--- src/rtl/cnn_pkg.sv ---
// Shared definitions for the CNN front end: kernel size, default image size
// and the patch scanner state encoding.
package cnn_pkg;

  localparam int unsigned K         = 3;
  localparam int unsigned IMG_W_DEF = 28;
  localparam int unsigned IMG_H_DEF = 28;
  localparam int unsigned COORD_W   = 5;

  typedef enum logic [2:0] {
    ST_IDLE,
    ST_ADDR,
    ST_LOAD,
    ST_VALID,
    ST_DONE
  } scan_state_e;

  // Offset of window element k (row-major) from the window's top-left pixel.
  function automatic int unsigned win_offset(input int unsigned k, input int unsigned img_w);
    return (k / K) * img_w + (k % K);
  endfunction

endpackage

--- src/rtl/patch_scan_ctrl.sv ---
// Raster-scans a 3x3 window over the image, driving nine registered memory
// addresses and a load/valid/ready handshake toward the patch latch.
module patch_scan_ctrl
  import cnn_pkg::*;
#(
  parameter int unsigned IMG_W  = IMG_W_DEF,
  parameter int unsigned IMG_H  = IMG_H_DEF,
  parameter int unsigned ADDR_W = 10
) (
  input  logic               clk,
  input  logic               rst,
  input  logic               start,
  input  logic               abort,
  input  logic               patch_ready,
  output logic [ADDR_W-1:0]  pixel_addr0,
  output logic [ADDR_W-1:0]  pixel_addr1,
  output logic [ADDR_W-1:0]  pixel_addr2,
  output logic [ADDR_W-1:0]  pixel_addr3,
  output logic [ADDR_W-1:0]  pixel_addr4,
  output logic [ADDR_W-1:0]  pixel_addr5,
  output logic [ADDR_W-1:0]  pixel_addr6,
  output logic [ADDR_W-1:0]  pixel_addr7,
  output logic [ADDR_W-1:0]  pixel_addr8,
  output logic               load,
  output logic               patch_valid,
  output logic [COORD_W-1:0] patch_row,
  output logic [COORD_W-1:0] patch_col,
  output logic               busy,
  output logic               done
);

  localparam logic [COORD_W-1:0] COL_LAST = COORD_W'(IMG_W - K);
  localparam logic [COORD_W-1:0] ROW_LAST = COORD_W'(IMG_H - K);

  scan_state_e        state_q, state_d;
  logic [ADDR_W-1:0]  base_q, base_d;
  logic [COORD_W-1:0] row_q, row_d;
  logic [COORD_W-1:0] col_q, col_d;
  logic [ADDR_W-1:0]  addr_q [K*K];
  logic [ADDR_W-1:0]  addr_d [K*K];
  logic               win_upd;
  logic               last_patch;

  assign last_patch = (row_q == ROW_LAST) && (col_q == COL_LAST);

  always_comb begin
    state_d = state_q;
    base_d  = base_q;
    row_d   = row_q;
    col_d   = col_q;
    win_upd = 1'b0;
    unique case (state_q)
      ST_IDLE: begin
        if (start) begin
          state_d = ST_ADDR;
          base_d  = '0;
          row_d   = '0;
          col_d   = '0;
          win_upd = 1'b1;
        end
      end
      ST_ADDR:  state_d = ST_LOAD;
      ST_LOAD:  state_d = ST_VALID;
      ST_VALID: begin
        if (patch_ready) begin
          if (last_patch) begin
            state_d = ST_DONE;
          end else begin
            state_d = ST_ADDR;
            win_upd = 1'b1;
            if (col_q < COL_LAST) begin
              col_d  = col_q + 1'b1;
              base_d = base_q + 1'b1;
            end else begin
              col_d  = '0;
              row_d  = row_q + 1'b1;
              base_d = base_q + ADDR_W'(K);
            end
          end
        end
      end
      ST_DONE:  state_d = ST_IDLE;
      default:  state_d = ST_IDLE;
    endcase
    // Abort overrides every transition above, including acceptance and DONE.
    if (abort && (state_q != ST_IDLE)) begin
      state_d = ST_IDLE;
      base_d  = base_q;
      row_d   = row_q;
      col_d   = col_q;
      win_upd = 1'b0;
    end
  end

  always_comb begin
    for (int unsigned k = 0; k < K*K; k++) begin
      addr_d[k] = base_d + ADDR_W'(win_offset(k, IMG_W));
    end
  end

  always_ff @(posedge clk or negedge rst) begin
    if (!rst) begin
      state_q <= ST_IDLE;
      base_q  <= '0;
      row_q   <= '0;
      col_q   <= '0;
      addr_q  <= '{default: '0};
    end else begin
      state_q <= state_d;
      base_q  <= base_d;
      row_q   <= row_d;
      col_q   <= col_d;
      if (win_upd) begin
        addr_q <= addr_d;
      end
    end
  end

  assign pixel_addr0 = addr_q[0];
  assign pixel_addr1 = addr_q[1];
  assign pixel_addr2 = addr_q[2];
  assign pixel_addr3 = addr_q[3];
  assign pixel_addr4 = addr_q[4];
  assign pixel_addr5 = addr_q[5];
  assign pixel_addr6 = addr_q[6];
  assign pixel_addr7 = addr_q[7];
  assign pixel_addr8 = addr_q[8];

  assign patch_row   = row_q;
  assign patch_col   = col_q;
  assign load        = (state_q == ST_LOAD);
  assign patch_valid = (state_q == ST_VALID);
  assign busy        = (state_q != ST_IDLE);
  assign done        = (state_q == ST_DONE);

endmodule

--- config.mk ---
export PLATFORM = sky130hd
export DESIGN_NAME = patch_scan_ctrl
export DESIGN_NICKNAME = d
export VERILOG_FILES = /design/src/rtl/cnn_pkg.sv /design/src/rtl/patch_scan_ctrl.sv
export SDC_FILE = /design/constraint.sdc
export NUM_CORES = 1
export LEC_CHECK = 0
export CORE_MARGIN = 2
export CORE_UTILIZATION = 52
export CTS_CLUSTER_DIAMETER = 30
export DETAILED_ROUTE_END_ITERATION = 8
export GPL_TIMING_DRIVEN = 1
export PLACE_DENSITY = 0.78
export SLEW_MARGIN = 40
export SYNTH_ARGS = -nofsm -noshare
export SYNTH_HDL_FRONTEND = slang
export SYNTH_SLANG_ARGS = --single-unit
--- constraint.sdc ---
create_clock -name clk -period 4.82 [get_ports clk]
set_input_delay 0.964 -clock clk [delete_from_list [all_inputs] [get_ports clk]]
set_output_delay 0.964 -clock clk [all_outputs]
set_load 0.1 [all_outputs]
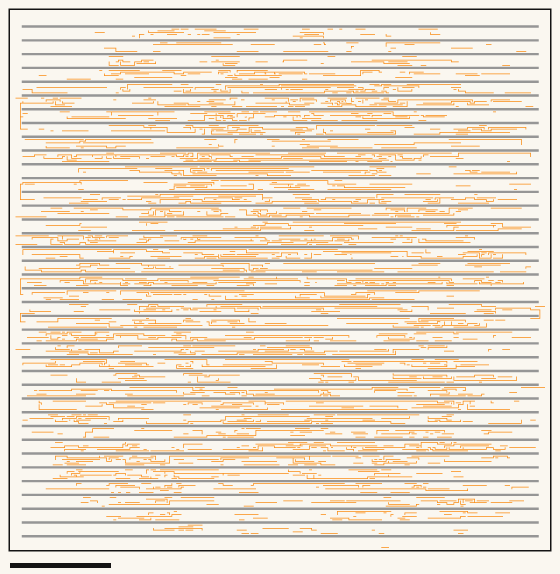
Run 1: signal wires on met1
Scale bar: 20 um. Supply wires on this layer in gray.
wire length on this layer	7070 um
longest straight run	35.9 um
nets with wire on the layer	579

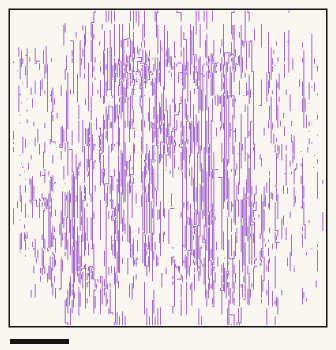
Run 1: M2 wires
Scale bar: 20 um.
wire length on this layer	6700 um
main direction	vertical
longest straight run	46.6 um
nets with wire on the layer	586

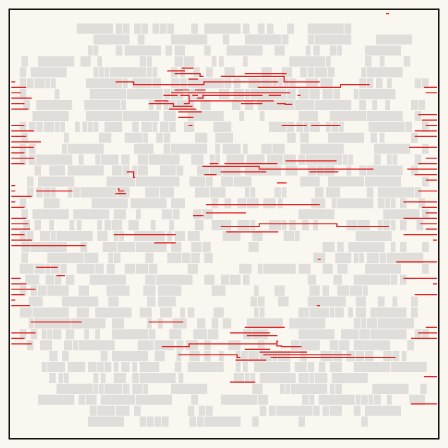
Run 1: signal wires on met3
Cells faint in the background.
wire length on this layer	952 um
longest straight run	30.8 um
nets with wire on the layer	114

==> run summary, run 1 <==
run metrics: # fillers=948, Hold Path Stages=2, yosys simple share=20.76%, fin crit share=83.78%, Fmax achieved=0.2476 GHz, Post-Route WL=14.92 mm, outcome=finished clean, Post-synth area hogs=dfrtp_1 44%, nand2_1 6.3%, ha_1 3.9%, biggest area consumer among synthesized cells=dfrtp_1, nets=678, Slew Limit Fails=0, Pwr top=combinational cells, met3 usage=5.653%, die outline height=106.6 um, Data buffer area share=10.41%, via count=4811, power in sequential cells=1.03 mW, crit path time final=4.038 ns, GRT Resource Usage Total=27.37%, sw frac=57.07%, met1 Usage GRT=40.72%, r2r setup slk=1.06 ns, worst-case reg-to-reg path depth=12, Antenna diodes=0, full die area=11370 sq um, tool warning count=36, CP Cell Sequence=clkdlybuf4s50_1 -> and4bb_1 -> o211ai_4 -> nor3_2 -> nor2_4 -> inv_2 -> ha_1 -> nand2_1 -> or3_1 -> or3_1 -> o211ai_2, critical path class=in -> reg, power density cells=547.8 nW/um^2, syn_area_per_cell=9.593 sq um, most instantiated library cell after synthesis=dfrtp_1, Crit path largest cell delay=0.56 ns, Worst-path clk slew=0.09 ns
==> run 2, diff against run 1 <==
==> constraint.sdc (replaced) <==
create_clock -name clk -period 3.8 [get_ports clk]
set_input_delay 0.76 -clock clk [delete_from_list [all_inputs] [get_ports clk]]
set_output_delay 0.76 -clock clk [all_outputs]
set_load 0.1 [all_outputs]
==> run 2 against run 1 <==
  * Area after synthesis did not move
  * Hold slack worse by 0.12 ns
  * Die area did not move
  * Clock power rose by 0.8%
  * Via count is 1.6% higher
  * Routed wire length up 4.5%
  * Largest cell class unchanged
==> run summary, run 2 <==
run metrics: nets=709 (+4.6%), DPL Wire Length=11.69 mm, via count=4886 (+1.6%), largest class=logic gates, total CTS buffers=9, flip-flops=97, Crit path largest cell delay=0.51 ns (-0.05 ns), r2r setup slk=0.46 ns (-0.60 ns), outcome=finished clean, CP Cell Sequence=clkdlybuf4s50_1 -> and4bb_1 -> nor2_2 -> a22oi_1 -> nand2_1 -> ha_1 -> nand2_1 -> or3_1 -> or3_1 -> o211ai_2, Pwr top=combinational cells, power in sequential cells=1.31 mW (+27%), Synth Warn #=0, root buffer cell=clkbuf_8, most instantiated library cell after synthesis=dfrtp_1, tool warning count=36 (unchanged), crit path time final=3.349 ns, # fillers=904 (-4.6%), final count of negative-setup-slack endpoints=0, biggest area consumer among synthesized cells=dfrtp_1, met3 usage=4.073% (-1.6 points), Worst VDD drop=0.7241 mV, sw frac=58.80% (+1.7 points), Adders+Majority by Area=4.249%, RSZ-0062 raised after global routing=false, Post-synth area hogs=dfrtp_1 44%, nand2_1 6.3%, ha_1 3.9%, critical path class=in -> reg, Data buffer area share=14.05% (+3.6 points), GRT Resource Usage Total=28.47% (+1.1 points), worst-case reg-to-reg path depth=12 (unchanged), Slew Limit Fails=0 (unchanged), Post-Route WL=15.59 mm (+4.5%), die outline height=106.6 um (unchanged), Logic family by area=simple AND/OR/NAND/NOR gates, syn_area_per_cell=9.593 sq um (unchanged), full die area=11370 sq um (unchanged), DR iter-0 viols=386, EDFF count, synth=0, power density cells=657.8 nW/um^2 (+20%), met1 Usage GRT=42.07% (+1.3 points), Worst-path clk slew=0.09 ns (about the same), Synth Seq Share=44.31%, yosys simple share=20.76% (unchanged), Antenna diodes=0 (unchanged), Pleak=3.261 nW, dominant register cell=dfrtp_1, Fmax achieved=0.2986 GHz, fin crit share=88.13%
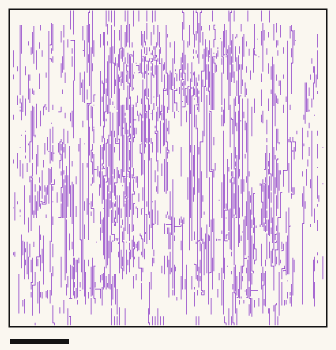
Run 2: M2 wires
Scale bar: 20 um.
main direction	vertical
share of all routed wire	46%
nets with wire on the layer	599

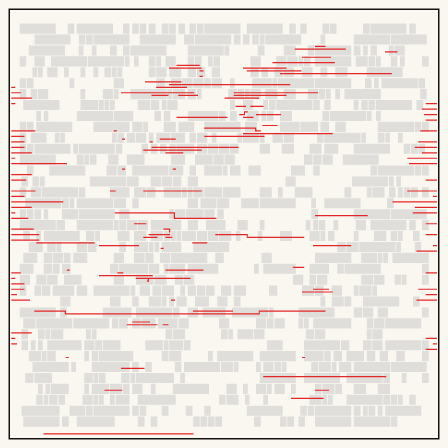
Run 2: signal wires on met3
Cells faint in the background.
main direction	horizontal
nets with wire on the layer	110
longest straight run	48.3 um
share of all routed wire	6.0%

Power is estimated from default activity; no workload was simulated.
